===== config.mk =====
export PLATFORM = sky130hd
export DESIGN_NAME = fsb8_target
export DESIGN_NICKNAME = d
export VERILOG_FILES = /design/src/rtl/fsb8_pkg.sv /design/src/rtl/fsb8_target.sv
export SDC_FILE = /design/constraint.sdc
export NUM_CORES = 1
export LEC_CHECK = 0
export ABC_AREA = 1
export CAP_MARGIN = 20
export CORE_UTILIZATION = 36
export DETAILED_ROUTE_END_ITERATION = 16
export SYNTH_ARGS = -nofsm -noshare
export SYNTH_HDL_FRONTEND = slang
export SYNTH_SLANG_ARGS = --single-unit

===== constraint.sdc =====
create_clock -name clk -period 1.27 [get_ports clk]
set_input_delay 0.254 -clock clk [delete_from_list [all_inputs] [get_ports clk]]
set_output_delay 0.254 -clock clk [all_outputs]
set_load 0.03 [all_outputs]

===== src/rtl/fsb8_pkg.sv =====
// Shared FSB8 definitions used by both the master bridge and the slave-side target.
package fsb8_pkg;

  localparam int unsigned TO_W = 8;

  localparam logic [1:0] ST_IDLE   = 2'd0;
  localparam logic [1:0] ST_ACCESS = 2'd1;
  localparam logic [1:0] ST_RESP   = 2'd2;

  localparam logic [7:0] CMD_LOAD_PAE = 8'h00;

endpackage


===== src/rtl/fsb8_target.sv =====
// FSB8 slave-side target: captures address frames, decodes a BASE/MASK window and
// turns each data beat into a req/ack local-bus access answered with rdy_n/err_n.
module fsb8_target
  import fsb8_pkg::*;
#(
  parameter bit                    PAE_ENABLE = 1'b0,
  parameter int unsigned           ADDR_WIDTH = PAE_ENABLE ? 32 : 24,
  parameter logic [ADDR_WIDTH-1:0] BASE_ADDR  = ADDR_WIDTH'(24'h10_0000),
  parameter logic [ADDR_WIDTH-1:0] ADDR_MASK  = ADDR_WIDTH'(24'hF0_0000),
  parameter logic [TO_W-1:0]       TIMEOUT    = 8'd64
) (
  input  logic                  clk,
  input  logic                  rst_n,
  input  logic                  ale_n,
  input  logic                  cmd_n,
  input  logic                  cs_n,
  input  logic                  wr_n,
  input  logic                  typ,
  input  logic [7:0]            AAH8,
  input  logic [7:0]            AD_in,
  output logic [7:0]            AD_out,
  output logic                  ad_oe,
  output logic                  rdy_n,
  output logic                  err_n,
  output logic                  irq_n,
  output logic                  loc_req,
  output logic                  loc_we,
  output logic [ADDR_WIDTH-1:0] loc_addr,
  output logic [7:0]            loc_wdata,
  output logic                  loc_burst,
  input  logic [7:0]            loc_rdata,
  input  logic                  loc_ack,
  input  logic                  loc_err,
  input  logic                  irq_src
);

  // Only addr[W-1:8] is stored; the low byte arrives with each data beat.
  localparam int unsigned       HW       = ADDR_WIDTH - 8;
  localparam logic [HW-1:0]     PAE_MASK = HW'(24'hFF_0000);

  logic [1:0]            state_q, state_d;
  logic [HW-1:0]         addr_hi_q, addr_hi_d;
  logic [TO_W-1:0]       cnt_q, cnt_d;
  logic                  rdy_n_q, rdy_n_d;
  logic                  err_n_q, err_n_d;
  logic                  irq_n_q;
  logic                  ad_oe_q, ad_oe_d;
  logic [7:0]            ad_out_q, ad_out_d;
  logic                  loc_req_q, loc_req_d;
  logic                  loc_we_q, loc_we_d;
  logic [ADDR_WIDTH-1:0] loc_addr_q, loc_addr_d;
  logic [7:0]            loc_wdata_q, loc_wdata_d;
  logic                  loc_burst_q, loc_burst_d;

  logic [ADDR_WIDTH-1:0] beat_addr;
  logic                  hit;
  logic [TO_W-1:0]       cnt_inc;
  logic                  timeout;

  always_comb begin
    beat_addr = {addr_hi_q, AAH8};
    hit       = ((beat_addr ^ BASE_ADDR) & ADDR_MASK) == '0;
    cnt_inc   = (cnt_q == '1) ? cnt_q : cnt_q + TO_W'(1);
    timeout   = (TIMEOUT != '0) && (cnt_inc >= TIMEOUT);
  end

  // Next-state and registered-output logic
  always_comb begin
    state_d     = state_q;
    addr_hi_d   = addr_hi_q;
    cnt_d       = cnt_q;
    rdy_n_d     = rdy_n_q;
    err_n_d     = err_n_q;
    ad_oe_d     = ad_oe_q;
    ad_out_d    = ad_out_q;
    loc_req_d   = loc_req_q;
    loc_we_d    = loc_we_q;
    loc_addr_d  = loc_addr_q;
    loc_wdata_d = loc_wdata_q;
    loc_burst_d = loc_burst_q;

    // Frames are ignored while a local access is in flight
    if (state_q != ST_ACCESS) begin
      if (!ale_n) begin
        addr_hi_d[15:0] = {AAH8, AD_in};
      end
      if (!cmd_n && PAE_ENABLE && (AD_in == CMD_LOAD_PAE)) begin
        addr_hi_d = (addr_hi_d & ~PAE_MASK) | (HW'({AAH8, 16'h0}) & PAE_MASK);
      end
    end

    case (state_q)
      ST_IDLE: begin
        if (!cs_n && hit) begin
          state_d     = ST_ACCESS;
          cnt_d       = '0;
          loc_addr_d  = beat_addr;
          loc_we_d    = !wr_n;
          loc_wdata_d = AD_in;
          loc_burst_d = typ;
          loc_req_d   = 1'b1;
          ad_oe_d     = wr_n;
        end
      end
      ST_ACCESS: begin
        cnt_d = cnt_inc;
        if (loc_ack) begin
          state_d   = ST_RESP;
          loc_req_d = 1'b0;
          rdy_n_d   = 1'b0;
          err_n_d   = !loc_err;
          if (!loc_we_q) begin
            ad_out_d = loc_rdata;
          end
        end else if (timeout) begin
          state_d   = ST_RESP;
          loc_req_d = 1'b0;
          rdy_n_d   = 1'b0;
          err_n_d   = 1'b0;
          ad_out_d  = 8'hFF;
        end
      end
      ST_RESP: begin
        state_d = ST_IDLE;
        rdy_n_d = 1'b1;
        err_n_d = 1'b1;
        ad_oe_d = 1'b0;
      end
      default: begin
        state_d = ST_IDLE;
      end
    endcase
  end

  always_ff @(posedge clk or negedge rst_n) begin
    if (!rst_n) begin
      state_q     <= ST_IDLE;
      addr_hi_q   <= '0;
      cnt_q       <= '0;
      rdy_n_q     <= 1'b1;
      err_n_q     <= 1'b1;
      irq_n_q     <= 1'b1;
      ad_oe_q     <= 1'b0;
      ad_out_q    <= 8'h00;
      loc_req_q   <= 1'b0;
      loc_we_q    <= 1'b0;
      loc_addr_q  <= '0;
      loc_wdata_q <= 8'h00;
      loc_burst_q <= 1'b0;
    end else begin
      state_q     <= state_d;
      addr_hi_q   <= addr_hi_d;
      cnt_q       <= cnt_d;
      rdy_n_q     <= rdy_n_d;
      err_n_q     <= err_n_d;
      irq_n_q     <= !irq_src;
      ad_oe_q     <= ad_oe_d;
      ad_out_q    <= ad_out_d;
      loc_req_q   <= loc_req_d;
      loc_we_q    <= loc_we_d;
      loc_addr_q  <= loc_addr_d;
      loc_wdata_q <= loc_wdata_d;
      loc_burst_q <= loc_burst_d;
    end
  end

  assign AD_out    = ad_out_q;
  assign ad_oe     = ad_oe_q;
  assign rdy_n     = rdy_n_q;
  assign err_n     = err_n_q;
  assign irq_n     = irq_n_q;
  assign loc_req   = loc_req_q;
  assign loc_we    = loc_we_q;
  assign loc_addr  = loc_addr_q;
  assign loc_wdata = loc_wdata_q;
  assign loc_burst = loc_burst_q;

endmodule


Fig. 1: power grid
Bar = 20 um. Pins as bars on the die edge. Tap cells in gray.
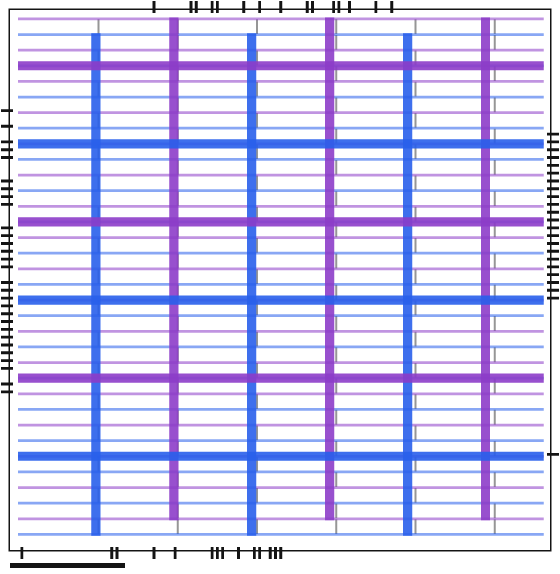
| color | net |
|---|---|
| purple | VDD |
| blue | VSS |
tap cells: 105
met4 straps: 6
rows: 33
signal pins: 81
met1 rails: 34

Fig. 2: cell classes on the final placement
Bar = 20 um.
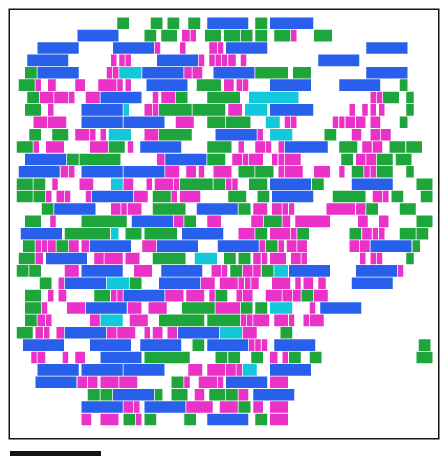
| color | class | cells | share of their area |
|---|---|---|---|
| cyan | clock drivers and dummy loads | 16 | 4.0% |
| green | remaining buffers and delay cells | 134 | 28% |
| blue | sequential cells | 73 | 37% |
| magenta | combinational and other logic | 247 | 31% |

Fig. 3: routed clock nets over the placement
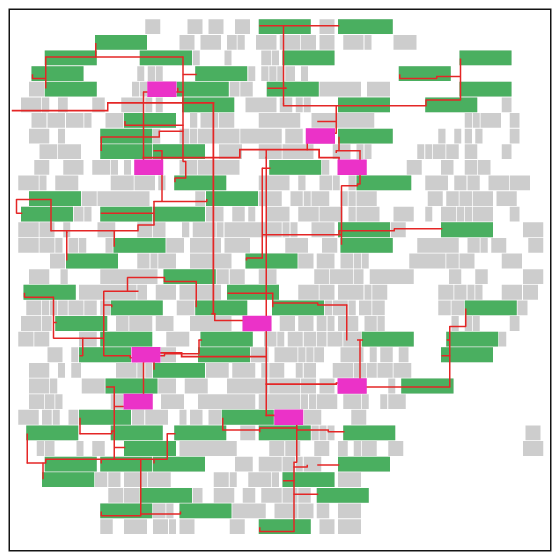
[magenta] clock drivers | count: 9
[red] clock wires | length: 887 um
[green] flip-flops | count: 73
routed clock nets: 10
flops lie: all over the die

Fig. 4: wiring by layer
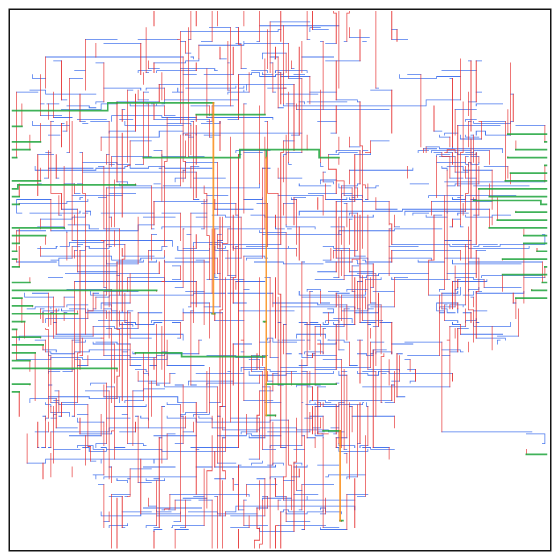
| color | layer | wire length |
|---|---|---|
| orange | metal 4 | 97.2 um |
| blue | metal 1 | 3520 um |
| red | metal 2 | 3880 um |
| green | metal 3 | 399 um |

==> impl.org <==
#+TITLE: Implementation results

** Power and ir drop
- Power group with the highest consumption :: combinational logic
- Leakage power figure :: 0.00250 uW
- Comb power frac :: between 40 and 50%

** Global route
- The global routing report lists met1 layer usage as between 20% and 30%.
- Vias in the first global route :: 2715

** Routing
- Vias per cell :: approximately 4.6
- Total length of routed met2 wires :: just under 4000 um

** Die
- Number of tap instances :: roughly 110
- Starting utilization of the core area :: a little under two fifths

** Clock tree
- The later pin in the worst-skew pair is clocked with a latency of around 0.34 ns.
- The longest clock path from root to sink contains 2 buffers.
- In this run the post-CTS setup repair buffer count came out at 10.
- TritonCTS created 9 clock buffers.

** Setup path
- The critical path is of the register to register type.
- CP cell instances :: ha_2 > nand2_2 > inv_2 > nand3_2 > nand2_2 > nand4_4 > buf_12 > nand4_1 > nand2_1

** Synth
- Per the synthesis report, the number of distinct cell types is 27.
- The top cell type by area accounts for a little under three fifths of the synthesized area.

** Run status
- The final reports fail on negative setup slack.
- Run status :: finished with violations

** Final timing
- The last timing report of the flow puts the setup violation total at about 68.
- Post-layout worst setup margin :: -0.191 ns

** Finish
- Combined area of the multi-input logic cells :: about 1400 um^2
Power is estimated from default activity; no workload was simulated.
